Fig. 1: run 1, M3 wires
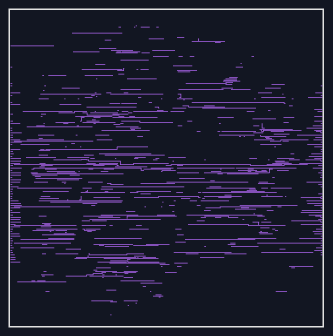
Fig. 2: run 1, register map, names as in the netlist
Other sequential cells in the stronger grey, the rest of the logic in the fainter grey.
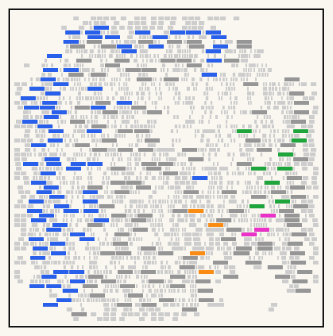
Fig. 3: run 1, port wiring
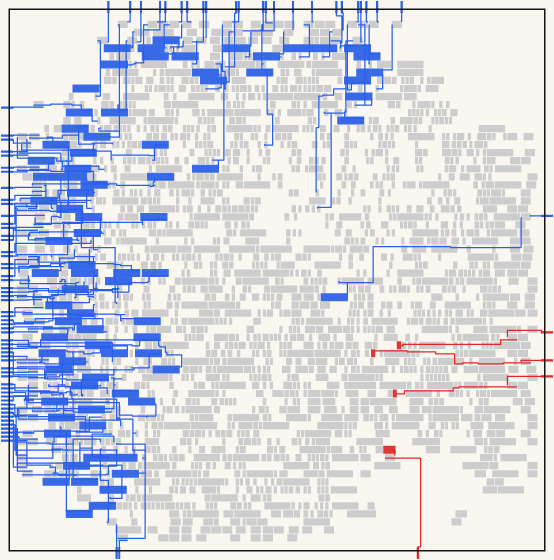
Fig. 4: run 1, cell placement
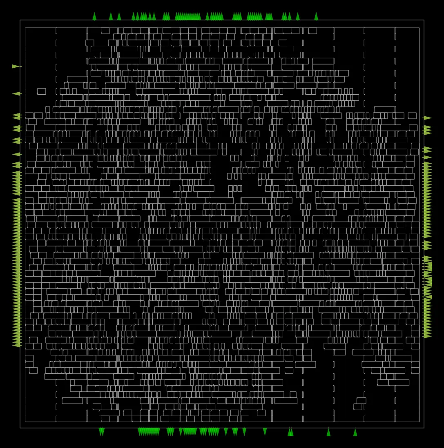
--- src/rtl/ultimate_game_controller.sv ---
// Rule sequencer for ultimate tic-tac-toe: checks move legality, writes the cell,
// then scans one line per cycle over the sub-board and, on a sub-board win, the meta-board.
//
// state     | meaning
// IDLE      | waiting for a move request; ready while the game is not over
// LEGAL     | latched move checked against the board state
// SCAN_SUB  | eight lines of the target sub-board, one per cycle
// SCAN_META | eight lines of the meta-board, one per cycle
// UPDATE    | ack, turn toggle, next forced board, game-over and score
module ultimate_game_controller #(
   parameter int SCORE_W = 4
) (
   input  logic               clock,
   input  logic               reset,
   input  logic               i_new_game,
   input  logic               i_move_valid,
   output logic               o_move_ready,
   input  logic [3:0]         i_board,
   input  logic [3:0]         i_cell,
   output logic               o_move_ack,
   output logic               o_move_reject,
   output logic               o_turn,
   output logic [3:0]         o_active_board,
   output logic [80:0]        o_cell_used,
   output logic [80:0]        o_cell_sign,
   output logic [8:0]         o_board_won,
   output logic [8:0]         o_board_winner,
   output logic [8:0]         o_board_full,
   output logic               o_game_over,
   output logic [1:0]         o_winner,
   output logic [SCORE_W-1:0] o_score_x,
   output logic [SCORE_W-1:0] o_score_o
);

   localparam logic [2:0] S_IDLE      = 3'd0;
   localparam logic [2:0] S_LEGAL     = 3'd1;
   localparam logic [2:0] S_SCAN_SUB  = 3'd2;
   localparam logic [2:0] S_SCAN_META = 3'd3;
   localparam logic [2:0] S_UPDATE    = 3'd4;

   logic [2:0]         r_state;
   logic [3:0]         r_board;
   logic [3:0]         r_cell;
   logic               r_mover;
   logic [2:0]         r_line;
   logic               r_hit;
   logic               r_metahit;
   logic               r_ack;
   logic               r_reject;
   logic               r_turn;
   logic [3:0]         r_active;
   logic [80:0]        r_used;
   logic [80:0]        r_sign;
   logic [8:0]         r_won;
   logic [8:0]         r_winner;
   logic [8:0]         r_full;
   logic               r_over;
   logic [1:0]         r_winner_code;
   logic [SCORE_W-1:0] r_score_x;
   logic [SCORE_W-1:0] r_score_o;

   logic               w_ready;
   logic [8:0]         w_sub_used;
   logic [8:0]         w_sub_sign;
   logic [11:0]        w_line;
   logic [3:0]         w_la;
   logic [3:0]         w_lb;
   logic [3:0]         w_lc;
   logic               w_sub_line_hit;
   logic               w_meta_line_hit;
   logic               w_sub_hit_final;
   logic [8:0]         w_bmask;
   logic [8:0]         w_cmask;
   logic [6:0]         w_idx;
   logic               w_illegal;
   logic               w_dest_blocked;

   // Three cell indices of line l inside a 3x3 grid: rows, columns, diagonals.
   function automatic logic [11:0] f_line(input logic [2:0] l);
      case (l)
         3'd0:    f_line = {4'd0, 4'd1, 4'd2};
         3'd1:    f_line = {4'd3, 4'd4, 4'd5};
         3'd2:    f_line = {4'd6, 4'd7, 4'd8};
         3'd3:    f_line = {4'd0, 4'd3, 4'd6};
         3'd4:    f_line = {4'd1, 4'd4, 4'd7};
         3'd5:    f_line = {4'd2, 4'd5, 4'd8};
         3'd6:    f_line = {4'd0, 4'd4, 4'd8};
         default: f_line = {4'd2, 4'd4, 4'd6};
      endcase
   endfunction

   always_comb begin
      w_sub_used = '0;
      w_sub_sign = '0;
      for (int b = 0; b < 9; b++) begin
         if (r_board == 4'(b)) begin
            w_sub_used = r_used[b*9 +: 9];
            w_sub_sign = r_sign[b*9 +: 9];
         end
      end
   end

   assign w_ready  = (r_state == S_IDLE) && !r_over;
   assign w_line   = f_line(r_line);
   assign w_la     = w_line[11:8];
   assign w_lb     = w_line[7:4];
   assign w_lc     = w_line[3:0];
   // Shift masks keep out-of-range board/cell numbers from indexing past the vectors.
   assign w_bmask  = 9'd1 << r_board;
   assign w_cmask  = 9'd1 << r_cell;
   assign w_idx    = 7'(r_board) * 7'd9 + 7'(r_cell);

   assign w_sub_line_hit = w_sub_used[w_la] && w_sub_used[w_lb] && w_sub_used[w_lc] &&
                           (w_sub_sign[w_la] == r_mover) && (w_sub_sign[w_lb] == r_mover) &&
                           (w_sub_sign[w_lc] == r_mover);
   assign w_meta_line_hit = r_won[w_la] && r_won[w_lb] && r_won[w_lc] &&
                            (r_winner[w_la] == r_mover) && (r_winner[w_lb] == r_mover) &&
                            (r_winner[w_lc] == r_mover);
   assign w_sub_hit_final = r_hit || w_sub_line_hit;

   assign w_illegal = (r_board > 4'd8) || (r_cell > 4'd8) ||
                      ((r_active != 4'd9) && (r_board != r_active)) ||
                      (|(r_won & w_bmask)) || (|(r_full & w_bmask)) ||
                      (|(w_sub_used & w_cmask));
   assign w_dest_blocked = |((r_won | r_full) & w_cmask);

   always_ff @(posedge clock or posedge reset) begin
      if (reset) begin
         r_state       <= S_IDLE;
         r_board       <= '0;
         r_cell        <= '0;
         r_mover       <= 1'b0;
         r_line        <= '0;
         r_hit         <= 1'b0;
         r_metahit     <= 1'b0;
         r_ack         <= 1'b0;
         r_reject      <= 1'b0;
         r_turn        <= 1'b0;
         r_active      <= 4'd9;
         r_used        <= '0;
         r_sign        <= '0;
         r_won         <= '0;
         r_winner      <= '0;
         r_full        <= '0;
         r_over        <= 1'b0;
         r_winner_code <= 2'b00;
         r_score_x     <= '0;
         r_score_o     <= '0;
      end else if (i_new_game) begin
         r_state       <= S_IDLE;
         r_line        <= '0;
         r_hit         <= 1'b0;
         r_metahit     <= 1'b0;
         r_ack         <= 1'b0;
         r_reject      <= 1'b0;
         r_turn        <= 1'b0;
         r_active      <= 4'd9;
         r_used        <= '0;
         r_sign        <= '0;
         r_won         <= '0;
         r_winner      <= '0;
         r_full        <= '0;
         r_over        <= 1'b0;
         r_winner_code <= 2'b00;
      end else begin
         r_ack    <= 1'b0;
         r_reject <= 1'b0;
         case (r_state)
            S_IDLE: begin
               if (i_move_valid && w_ready) begin
                  r_board <= i_board;
                  r_cell  <= i_cell;
                  r_mover <= r_turn;
                  r_state <= S_LEGAL;
               end
            end
            S_LEGAL: begin
               if (w_illegal) begin
                  r_reject <= 1'b1;
                  r_state  <= S_IDLE;
               end else begin
                  r_used[w_idx] <= 1'b1;
                  r_sign[w_idx] <= r_mover;
                  r_line        <= '0;
                  r_hit         <= 1'b0;
                  r_metahit     <= 1'b0;
                  r_state       <= S_SCAN_SUB;
               end
            end
            S_SCAN_SUB: begin
               r_hit  <= w_sub_hit_final;
               r_line <= r_line + 3'd1;
               if (r_line == 3'd7) begin
                  r_won    <= w_sub_hit_final ? (r_won | w_bmask) : (r_won & ~w_bmask);
                  r_winner <= r_mover ? (r_winner | w_bmask) : (r_winner & ~w_bmask);
                  r_full   <= (&w_sub_used) ? (r_full | w_bmask) : (r_full & ~w_bmask);
                  r_state  <= w_sub_hit_final ? S_SCAN_META : S_UPDATE;
               end
            end
            S_SCAN_META: begin
               r_metahit <= r_metahit || w_meta_line_hit;
               r_line    <= r_line + 3'd1;
               if (r_line == 3'd7)
                  r_state <= S_UPDATE;
            end
            S_UPDATE: begin
               r_ack    <= 1'b1;
               r_turn   <= ~r_turn;
               r_active <= w_dest_blocked ? 4'd9 : r_cell;
               if (r_metahit) begin
                  r_over        <= 1'b1;
                  r_winner_code <= r_mover ? 2'b10 : 2'b01;
                  if (r_mover) begin
                     if (!(&r_score_o))
                        r_score_o <= r_score_o + {{(SCORE_W-1){1'b0}}, 1'b1};
                  end else begin
                     if (!(&r_score_x))
                        r_score_x <= r_score_x + {{(SCORE_W-1){1'b0}}, 1'b1};
                  end
               end else if (&(r_won | r_full)) begin
                  r_over        <= 1'b1;
                  r_winner_code <= 2'b11;
               end
               r_state <= S_IDLE;
            end
            default: r_state <= S_IDLE;
         endcase
      end
   end

   assign o_move_ready   = w_ready;
   assign o_move_ack     = r_ack;
   assign o_move_reject  = r_reject;
   assign o_turn         = r_turn;
   assign o_active_board = r_active;
   assign o_cell_used    = r_used;
   assign o_cell_sign    = r_sign;
   assign o_board_won    = r_won;
   assign o_board_winner = r_winner;
   assign o_board_full   = r_full;
   assign o_game_over    = r_over;
   assign o_winner       = r_winner_code;
   assign o_score_x      = r_score_x;
   assign o_score_o      = r_score_o;

endmodule
--- config.mk ---
export PLATFORM = sky130hd
export DESIGN_NAME = ultimate_game_controller
export DESIGN_NICKNAME = d
export VERILOG_FILES = /design/src/rtl/ultimate_game_controller.sv
export SDC_FILE = /design/constraint.sdc
export NUM_CORES = 1
export LEC_CHECK = 0
export ABC_AREA = 1
export CAP_MARGIN = 20
export CORE_AREA = 2 2 179 181
export CTS_BUF_LIST = sky130_fd_sc_hd__clkbuf_4 sky130_fd_sc_hd__clkbuf_8
export DETAILED_ROUTE_END_ITERATION = 7
export DIE_AREA = 0 0 181 183
export MAX_ROUTING_LAYER = met4
export PLACE_DENSITY = 0.71
export SLEW_MARGIN = 5
export SYNTH_ARGS = -nofsm -noshare
export SYNTH_HDL_FRONTEND = slang
export SYNTH_SLANG_ARGS = --single-unit
--- constraint.sdc ---
create_clock -name clock -period 7.29 [get_ports clock]
set_input_delay 1.0935 -clock clock [delete_from_list [all_inputs] [get_ports clock]]
set_output_delay 1.0935 -clock clock [all_outputs]
set_load 0.005 [all_outputs]
==> run notes, run 1 <==
The flow run is done. The run finished with clean final reports. Per the detail_route report, routed wire per instance is 20.92 um. The data required time reported for the critical path is 7.67 ns. Post-route worst setup slack landed at 2.686 ns. The worst setup path is of the reg2reg kind. Total congestion overflow landed at 0. Measured in cells, the most critical reg-to-reg path has a length of 19. Antenna violation net count after detailed routing landed at 0. The report lists the power per cell area as 357.8 nW/um^2. The worst hold path terminates at o_score_x[3]. The wire-length estimate of the detail-placed layout is 36590 um.

Mean number of vias per cell landed at 5.901. In the log, the iteration count for the first detailed-route pass is 6. Measured against the total synthesized area, the mux share comes to 0.3146%.

In this run the critical register-to-register path is captured at o_cell_sign[74]. Final worst hold slack landed at 0.5166 ns. Top achievable clock speed landed at 0.2172 GHz. Clock-pin slew was measured on the worst setup and hold paths at 0.06 ns.

For this run, the post-layout net count is 2145. Per Yosys stat, the portion of area used by sequential elements is 40.29%. Count of H-tree levels built during CTS landed at 2. The layout stage reports a final design area of 17220 um^2. Per the post-synthesis stats, the area per cell is 7.167 um^2. Buffer count from post-CTS setup fixing landed at 0. Warnings raised by the tools during the run amount to 30.

The worst setup path is captured at a flop. For reference, the final report shows the hold violation count at 0. Yosys stat cell total landed at 1942. Worst setup timing slack at the placement stage landed at 2.894 ns.

Counting both buffers and inverters, the worst setup path holds a total of 4. Once the floorplan was initialized, standard cells occupied 44.57% of the core. Weighted congestion at the end of routability-driven global placement landed at 0.9439. Total number of cells along the worst setup path landed at 19. Post-synth the commonest register cell is sky130_fd_sc_hd__dfrtp_1. The synthesis report gives the async set-or-reset register share as 100.0%. Per the synthesis report, the single largest cell type by area occupies 39.91% of cell area. TritonCTS built the clock tree.

Clock latency of the later-clocked register in the worst-skew pair landed at 0.56 ns. Wire length of the first global-routing pass landed at 81800 um. Cell depth of the worst hold path landed at 1. For reference, the critical path cell chain is nor2_8, nand2_1, inv_2, a21oi_1, nand3_1, nand2_1, nand3_1, nand2_1, inv_2, nand2_1, nand2_1, a31oi_4, nand4_4, buf_4, nand2_2, buf_4, nand2_1, nand2_1, o21ai_1. The main area contributors are sky130_fd_sc_hd__dfrtp_1 40%, sky130_fd_sc_hd__nand2_1 17%, sky130_fd_sc_hd__a21oi_1 4.4%, sky130_fd_sc_hd__inv_1 4.2%, sky130_fd_sc_hd__nand3_1 4.2%. The worst VDD IR drop from the latest analysis is 0.4131 mV. After synthesis the cells add up to 13920 um^2. Synthesis handed over a netlist of 1942 instances. The kind of cell with the highest combined delay along the critical path is simple AND/OR/NAND/NOR gates.

Core region area landed at 31230 um^2. Total of max-cap violations landed at 0. Yosys instantiated no cell more often than sky130_fd_sc_hd__nand2_1.

In this run, the synthesized area fraction spent on xor and xnor cells is recorded as 0.8181%. Reg-to-reg setup timing slack landed at 2.69 ns. For the finished layout, the period the worst path requires is 4.604 ns. Per STA, the highest per-stage delay on the worst path measures 0.64 ns. Tightest slew margin relative to the limit landed at 32.33%.

The first routing iteration left 1816 violations. Area fraction in full adders, half adders and majority gates landed at 1.852%.
About Fig. 1:
The wires run mostly horizontal. 350 nets have wire on it.
Total Routed Length: 53150 um
vias after detailed routing: 14990
GR Util met3: 4.627%

About Fig. 2:
o_board_won: in green, flops 9, where east. r_board: in orange, flops 4, where south. o_cell_used: in blue, flops 81. r_state: in magenta, flops 3.
Another 127 sequential cells are not coloured.

About Fig. 3:
o_cell_used: in blue, bits 81, direction output, end cells 81, buffers 81, wire 3900 um. i_cell: in red, bits 4, direction input, end cells 4, buffers 4, wire 229 um.

About Fig. 4:
# fillers: 2981
utilization after layout: 55.14%

run 1: area by class of cell:
type	instances	area [um^2]	area share, %
tap	402	503.0	2.921
multi-input combinational	1422	7097	41.21
clock inverter	7	98.84	0.5740
timing repair buffer	255	2477	14.39
sequential	224	5609	32.57
inverter	169	644.4	3.742
clock buffer	62	790.8	4.592
run 1: metal layers:
layer | routed length (um) | share of wire (%) | GRT usage [%]
met1 | 21700 | 41 | 43.82
met2 | 23400 | 44 | 48.89
met3 | 5164 | 9.7 | 4.627
met4 | 2877 | 5.4 | 16.62
met5 | 0 | 0 | -
run 1: report_power, final:
part	internal, mW	switching (mW)
logic	0.817	2.60
clock network	0.762	0.555
registers	1.31	0.118
Fig. 5: run 1, wiring heat map
36 x 37 tiles, from black (low) to pale yellow (high), scaled to the fullest tile. Values are wire area over tile area, all layers added.
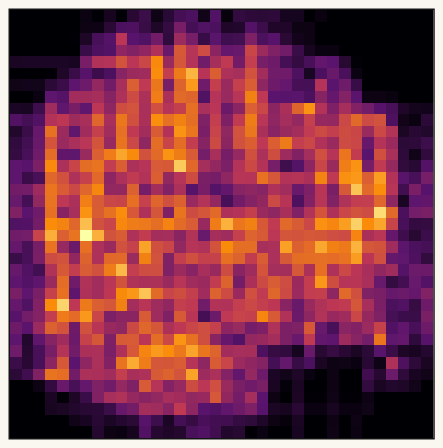

==> run 2, diff against run 1 <==
Settings changed: PLACE_DENSITY 0.71 to 0.68.
Clock period 7.29 ns to 4.8 ns, I/O delays scaled along.
Fig. 6: run 2, wiring heat map
36 x 37 tiles, from black (low) to pale yellow (high), scaled to the fullest tile. Values are wire area over tile area, all layers added.
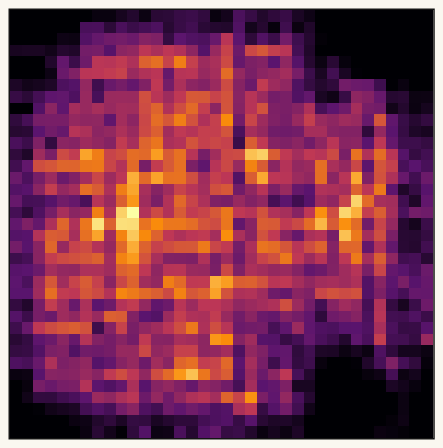
The fullest tile reaches 0.85. 22% of the tiles are over half the peak. The emptiest ninth of the die: south-east. 12% of the tiles are nearly empty. The mean over all tiles is 0.28.
Total Routed Length: 54440 um
average wire per cell in the routed design: 21.37 um
all-layer global routing usage: 33.33%
vias after detailed routing: 15000

==> run 2 against run 1 <==
Sequential share of layout area hardly changed. Clock-buffer cell count grew 2. Flip-flop count did not move. Final cell count rose by 0.28%. Fmax up 18%. Register-to-register slack got worse by 1.8 ns. Clock power increased by about 40%. Total power increased by 51%. Non-clock buffer count is 8 higher. Synthesized area unchanged. Global-route usage increased by 0.56 points. Critical path type unchanged.
==> run notes, run 2 <==
The flow run is done. Tightest slew margin relative to the limit landed at 22.82%. Yosys stat cell total landed at 1942. Total of fill cells in the finished design landed at 2929. Proportion of cell area occupied by registers landed at 32.58%. Sorting the synthesized cells by area gives the leading types as sky130_fd_sc_hd__dfrtp_1 40%, sky130_fd_sc_hd__nand2_1 17%, sky130_fd_sc_hd__a21oi_1 4.4%, sky130_fd_sc_hd__inv_1 4.2%, sky130_fd_sc_hd__nand3_1 4.2%. The tool flagged a number of max-cap violations equal to 0. Part of the Yosys area used for sequential elements landed at 40.29%. After Yosys synthesis, XOR and XNOR cells account for 0.8181% of the synthesized area.

After routing the design area is 17220 um^2. The flow ran to the end, and the final reports show no timing, DRC or antenna violations. Starting density of the core landed at 44.57%. On the worst setup and hold paths after CTS, the clock-pin slew comes to 0.06 ns. Mean number of vias per cell landed at 5.886. The cell area that synthesis handed to floorplanning was 13920 um^2. Post-route minimum period landed at 3.889 ns. Summing over the stages, the warning tally comes to 30. Ranked by total area, the top cell class in this layout is combinational gates. Top achievable clock speed landed at 0.2572 GHz. Global routing finished with a remaining overflow of 0. For reference, full adder, half adder and majority cells occupy 1.852% of the area reported after synthesis. Flop count landed at 224.

For met1 alone, demand over resource in global routing was 45.88%. Number of hold-slack violations in the final timing report landed at 0. The finished layout reports a core utilization of 55.14%. The layout has 169 inverters outside the clock class. Detailed placement ended at an HPWL of 37000 um. Per the log, the first TritonRoute iteration ended with a DRC count of 1961. Worst setup timing slack at the placement stage landed at 1.012 ns. TritonCTS built the clock tree.

After synthesis, the share of cell area in mux cells is 0.3146%. Dividing total power by cell area gives a power density of 540.3 nW/um^2. For this run, combinational gates with multiple inputs come to 1422.

Per the synthesis report, the single largest cell type by area occupies 39.91% of cell area. Looking at the post-CTS report, the setup buffer insertion count equals 0. The most common cell in the synthesized netlist is sky130_fd_sc_hd__nand2_1.

STA classifies the critical path endpoint as a flop. The clock tree synthesis step divided the H-tree into 2 levels. Per the GRT log, the top usage layer is met2. Wire length of the first global-routing pass landed at 83080 um.
-- run 2: cell counts after synthesis --
Identical to the previous run, type by type.
-- run 2: path summary, 6_finish.rpt --
check                                  end  slack [ns]  cells past startpoint
setup / recovery           o_cell_sign[76]        0.91                     18
hold / removal                o_score_x[2]        0.42                      2
setup reg to reg           o_cell_sign[76]        0.91                     18
hold reg to reg               o_score_x[3]        0.51                      1
max in group asynchronous  o_cell_sign[21]        3.32                      4
min in group clock              o_move_ack        0.42                      2
-- run 2: report_power, final --
group | switching, mW | internal [mW]
sequential | 0.179 | 1.99
clock | 0.835 | 1.01
combinational | 3.99 | 1.30
-- run 2: layer usage --
layer | part of all wire [%] | vias up
met5 | 0 | -
met4 | 4.0 | 0
met3 | 11 | 168
met2 | 44 | 983
met1 | 42 | 7078
li1 | - | 6768
Power and IR drop assume default switching activity.
